**src/rtl/register_load_arbiter_if.sv**
```systemverilog
// Write-request bus between register writers and the shared-register load arbiter.
interface register_load_arbiter_if #(
   parameter int WIDTH = 8,
   parameter int NREQ  = 4
);
   logic [NREQ-1:0]       req;
   logic [NREQ*WIDTH-1:0] data_in;
   logic [NREQ-1:0]       ack;
   logic [WIDTH-1:0]      reg_in;
   logic                  reg_load;
   logic [2:0]            grant_id;
   logic                  busy;

   modport master (
      output req, data_in,
      input  ack, reg_in, reg_load, grant_id, busy
   );

   modport slave (
      input  req, data_in,
      output ack, reg_in, reg_load, grant_id, busy
   );
endinterface

```
**src/rtl/register_load_arbiter.sv**
```systemverilog
// Arbitrates writers onto one shared register: latch winner, pulse LOAD, REQ/ACK.
// Define REG_ARB_FIXED_PRIORITY_EN for lowest-index-wins instead of round-robin.
module register_load_arbiter #(
   parameter int WIDTH = 8,
   parameter int NREQ  = 4
) (
   input logic clk,
   input logic reset_n,
   register_load_arbiter_if.slave bus
);
   localparam int IW = (NREQ > 1) ? $clog2(NREQ) : 1;
   localparam logic [NREQ-1:0] ONE = NREQ'(1);

   typedef enum logic [1:0] {
      S_IDLE,
      S_LOAD,
      S_ACK
   } state_t;

   state_t            state, state_d;
   logic [NREQ-1:0]   ack_q, ack_d;
   logic              load_q, load_d;
   logic              busy_q, busy_d;
   logic [WIDTH-1:0]  data_q, data_d;
   logic [IW-1:0]     gnt_q, gnt_d;
   logic [WIDTH-1:0]  din [NREQ];
   logic              found;
   logic [IW-1:0]     win;

   for (genvar i = 0; i < NREQ; i++) begin : g_din
      assign din[i] = bus.data_in[i*WIDTH +: WIDTH];
   end

`ifdef REG_ARB_FIXED_PRIORITY_EN
   always_comb begin
      found = 1'b0;
      win   = '0;
      for (int i = 0; i < NREQ; i++) begin
         if (!found && bus.req[i]) begin
            found = 1'b1;
            win   = IW'(i);
         end
      end
   end
`else
   logic [IW-1:0] last_q, last_d;
   logic [IW-1:0] idx;

   // Search starts just past the last winner and wraps.
   always_comb begin
      found = 1'b0;
      win   = '0;
      idx   = '0;
      for (int off = 1; off <= NREQ; off++) begin
         idx = IW'((int'(last_q) + off) % NREQ);
         if (!found && bus.req[idx]) begin
            found = 1'b1;
            win   = idx;
         end
      end
   end

   assign last_d = (state == S_ACK && !bus.req[gnt_q]) ? gnt_q : last_q;

   always_ff @(posedge clk or negedge reset_n) begin
      if (!reset_n) last_q <= IW'(NREQ - 1);
      else          last_q <= last_d;
   end
`endif

   always_comb begin
      state_d = state;
      load_d  = 1'b0;
      ack_d   = '0;
      busy_d  = 1'b0;
      data_d  = data_q;
      gnt_d   = gnt_q;
      unique case (state)
         S_IDLE: begin
            if (found) begin
               state_d = S_LOAD;
               load_d  = 1'b1;
               busy_d  = 1'b1;
               data_d  = din[win];
               gnt_d   = win;
            end
         end
         S_LOAD: begin
            state_d = S_ACK;
            busy_d  = 1'b1;
            ack_d   = ONE << gnt_q;
         end
         S_ACK: begin
            if (bus.req[gnt_q]) begin
               busy_d = 1'b1;
               ack_d  = ONE << gnt_q;
            end else begin
               state_d = S_IDLE;
            end
         end
         default: state_d = S_IDLE;
      endcase
   end

   always_ff @(posedge clk or negedge reset_n) begin
      if (!reset_n) state <= S_IDLE;
      else          state <= state_d;
   end

   always_ff @(posedge clk or negedge reset_n) begin
      if (!reset_n) begin
         ack_q  <= '0;
         load_q <= 1'b0;
         busy_q <= 1'b0;
         data_q <= '0;
         gnt_q  <= '0;
      end else begin
         ack_q  <= ack_d;
         load_q <= load_d;
         busy_q <= busy_d;
         data_q <= data_d;
         gnt_q  <= gnt_d;
      end
   end

   assign bus.ack      = ack_q;
   assign bus.reg_load = load_q;
   assign bus.busy     = busy_q;
   assign bus.reg_in   = data_q;
   assign bus.grant_id = 3'(gnt_q);
endmodule

```
**src/flat_wrapper.sv**
```systemverilog
// flat-port wrapper written by rule: the top's interface ports become plain ports
module register_load_arbiter_flat 
#(
   parameter int WIDTH = 8,
   parameter int NREQ  = 4
)
  (clk, reset_n, bus_req, bus_data_in, bus_ack, bus_reg_in, bus_reg_load, bus_grant_id, bus_busy);
  register_load_arbiter_if #(.WIDTH(WIDTH), .NREQ(NREQ)) bus_i ();
  input logic clk;
  input logic reset_n;
  input wire logic [$bits(bus_i.req)-1:0] bus_req;
  input wire logic [$bits(bus_i.data_in)-1:0] bus_data_in;
  output wire logic [$bits(bus_i.ack)-1:0] bus_ack;
  output wire logic [$bits(bus_i.reg_in)-1:0] bus_reg_in;
  output wire logic [$bits(bus_i.reg_load)-1:0] bus_reg_load;
  output wire logic [$bits(bus_i.grant_id)-1:0] bus_grant_id;
  output wire logic [$bits(bus_i.busy)-1:0] bus_busy;
  assign bus_i.req = bus_req;
  assign bus_i.data_in = bus_data_in;
  assign bus_ack = bus_i.ack;
  assign bus_reg_in = bus_i.reg_in;
  assign bus_reg_load = bus_i.reg_load;
  assign bus_grant_id = bus_i.grant_id;
  assign bus_busy = bus_i.busy;
  register_load_arbiter #(.WIDTH(WIDTH), .NREQ(NREQ)) u_core (.clk(clk), .reset_n(reset_n), .bus(bus_i));
endmodule
```
**config.mk**
```make
export PLATFORM = sky130hd
export DESIGN_NAME = register_load_arbiter_flat
export DESIGN_NICKNAME = d
export VERILOG_FILES = /design/src/rtl/register_load_arbiter_if.sv /design/src/rtl/register_load_arbiter.sv /design/src/flat_wrapper.sv
export SDC_FILE = /design/constraint.sdc
export NUM_CORES = 1
export LEC_CHECK = 0
export ABC_AREA = 1
export CAP_MARGIN = 20
export CORE_MARGIN = 5
export CORE_UTILIZATION = 45
export DETAILED_ROUTE_END_ITERATION = 10
export GPL_TIMING_DRIVEN = 0
export MAX_ROUTING_LAYER = met4
export PLACE_DENSITY_LB_ADDON = 0.15
export SLEW_MARGIN = 15
export SYNTH_ARGS = -nofsm -noshare
export SYNTH_HDL_FRONTEND = slang
export SYNTH_SLANG_ARGS = --single-unit
```
**constraint.sdc**
```tcl
create_clock -name clk -period 2.35 [get_ports clk]
set_input_delay 0.705 -clock clk [delete_from_list [all_inputs] [get_ports clk]]
set_output_delay 0.705 -clock clk [all_outputs]
set_load 0.01 [all_outputs]
```
==> reports/results.md <==
| Group | Quantity | Value |
|---|---|---|
| clock tree | Number of buffers on the longest clock path | 2 |
| die | Horizontal die dimension | 69.2 um |
| power and ir drop | Power attributed to combinational cells | 2.47 mW |
| layout | Diodes inserted | 0 |
| setup path | Startpoint types | input port |
| setup path | Element type at the critical path end | register |
| setup path | Endpoint of the most critical setup path | u_core.bus.reg_in[5] |
| power and ir drop | Top power group | combinational cells |
| clock tree | Root buffer selected by CTS | clkbuf_4 |
| die | Die H | 69.2 um |
| sta | Ratio of final minimum period to clock period | 93.6% |
| global routing | Maximum number of pins on one net before global-route repair | 21 |
| global routing | Met2 track demand over resource | 27.5% |
| power and ir drop | Power Dens Cells | 1460 nW/um^2 |
| synthesis | Largest area contributor in the synthesized netlist | dfrtp_1 |
| global routing | Vias in the first global route | 1482 |
| setup path | Launching element of the worst setup path | bus_req[2] |
| layout | Non-filler instance count after layout | 335 |
| synthesis | Mean Syn Cell Area | 6.91 sq um |
| power and ir drop | Power in sequential cells | 0.623 mW |
| sta | Minimum clock period | 2200 ps |
| global routing | Wire length of the first global-routing pass | 6.47 mm |
| detailed routing | Met1 Routed Length | 1.69 mm |
| sta | Setup TNS | 0 ps |
| synthesis | Gate Count Post-Synth | 228 |
| clock tree | Number of H-tree levels | 1 |
| synthesis | Biggest area cells | dfrtp_1 (29%), nand2_1 (17%), nand3_1 (10%), inv_1 (8.8%), nand2_2 (7.9%) |
| power and ir drop | Internal power consumption | 1.65 mW |
| detailed routing | Routed length per placed instance | 11.0 um |
| synthesis | Number of enable-type register cells in the synthesized netlist | 0 |
| power and ir drop | Switching power summed over all nets | 1.64 mW |
| detailed routing | Highest metal layer used by the detailed router | met4 |
| clock tree | Number of buffers inserted by hold repair at cts | 0 |
| die | Init Core Util | 46.9% |
| layout | Layout net count | 332 |
| status | Run status | finished clean |
| sta | Peak clock frequency supported by timing | 455 MHz |
| setup path | Longest individual stage delay on the worst path | 520 ps |
| power and ir drop | Peak supply drop | 0.715 mV |
| synthesis | Yosys-reported design area after synthesis | 1580 sq um |
| placed design | Final HPWL DP | 2.94 mm |
| placed design | Number of port buffers | 53 |
| sta | Setup violators final | 0 |
| setup path | Critical path cell sequence | clkdlybuf4s50_1 > nand2_1 > nand2_2 > nand2_1 > nand2_2 > nand2_1 > nand2_1 > nand2_2 > nand2_4 > nand2_8 > buf_8 > nand2_2 > nand3_2 > nand2_1 > nand2_1 > nand2_1 |
| die | Placeable core region | 3360 sq um |
| power and ir drop | Fraction of power consumed by the clock network | 5.8% |
| global routing | GRT overflow | 0 |
| synthesis | Async S/R FF share, synth | 100% |
| layout | Post-layout utilization of the core | 67.0% |
-- state kept, by name, summed over array words and instances (netlist names) --
signal	cells
u_core.bus.reg_load	1
u_core.bus.ack	4
u_core.gnt_q	2
u_core.state	2
u_core.last_q	2
u_core.bus.reg_in	8
u_core.bus.busy	1
-- worst reg2reg max path, delay by kind of cell, from the launching register on --
kind | cells | cell delay (ps)
buffers and inverters | 3 | 340
flip-flops | 1 | 550
AND/OR/NAND/NOR | 12 | 1030
-- logic make-up (layout without fill, tap and decap cells) --
kind of cell	count (synthesis)	after routing	synth area share (%)
other	1	1	0.238
adder cells (fa/ha/maj)	4	4	3.17
buffers and inverters	49	110	14.4
flip-flops	20	20	31.9
AND-OR/OR-AND	9	9	3.17
AND/OR/NAND/NOR	145	145	47.1
-- metrics by stage --
step                power (mW)  cell area [sq um]  setup slack (ps)
detailed placement        2.92               2160              -286
floorplan                 2.26               1580               514
global placement          2.88               2160              -278
finish                    3.28               2250               151
CTS                       3.11               2200              16.7
global route              3.63               2250             -2.65
-- layout make-up --
| type | count | area (sq um) |
|---|---|---|
| fillers | 322 | 1110 |
| repair buffers | 57 | 561 |
| well taps | 46 | 57.6 |
| multi-input cells | 159 | 856 |
| inverters | 43 | 174 |
| plain buffers | 6 | 65.1 |
| clock buffers | 4 | 36.3 |
| flip-flops and latches | 20 | 503 |
-- placed cells by master, fill, tap and decap left out, types with 4 or more instances in the layout --
cell             count
buf_4                5
dfrtp_1             18
nand2_2             20
o21ai_0              7
clkdlybuf4s50_1     53
nand3_2              7
inv_1               37
nand2_1             70
ha_1                 4
nand3_1             33
nor3_1               4
-- what timing repair did --
item | 4_1_cts | 5_1_grt
endpoints found under the setup margin | 0 | 8
resized | 0 | 5
setup buffers | 0 | 4
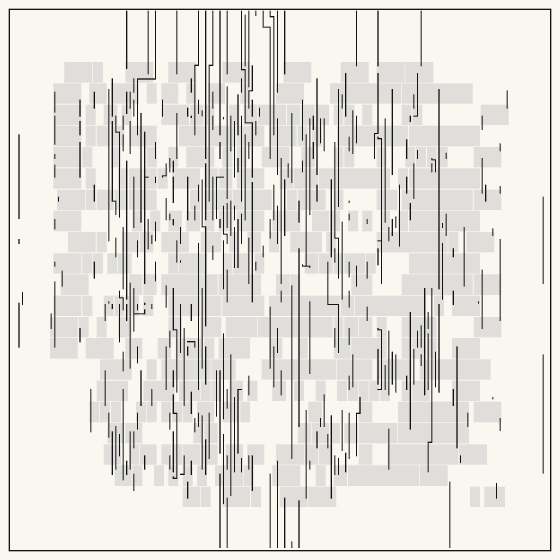
**Above:** metal 2.
Cells faint in the background.
main direction: vertical
nets with wire on the layer: 250
share of all routed wire: 47%
longest straight run: 25.5 um
wire length on this layer: 1730 um

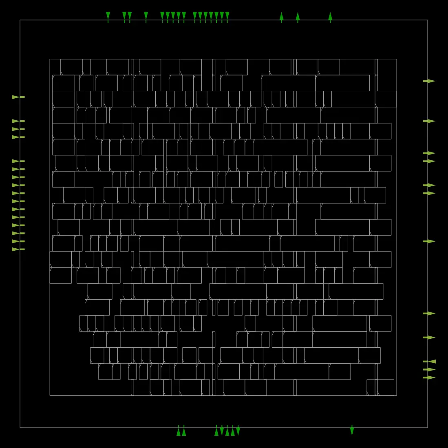
**Above:** cell placement.
row count: 21
tap cell instance count: 46
flip-flops: 20

Power and IR drop assume default switching activity.
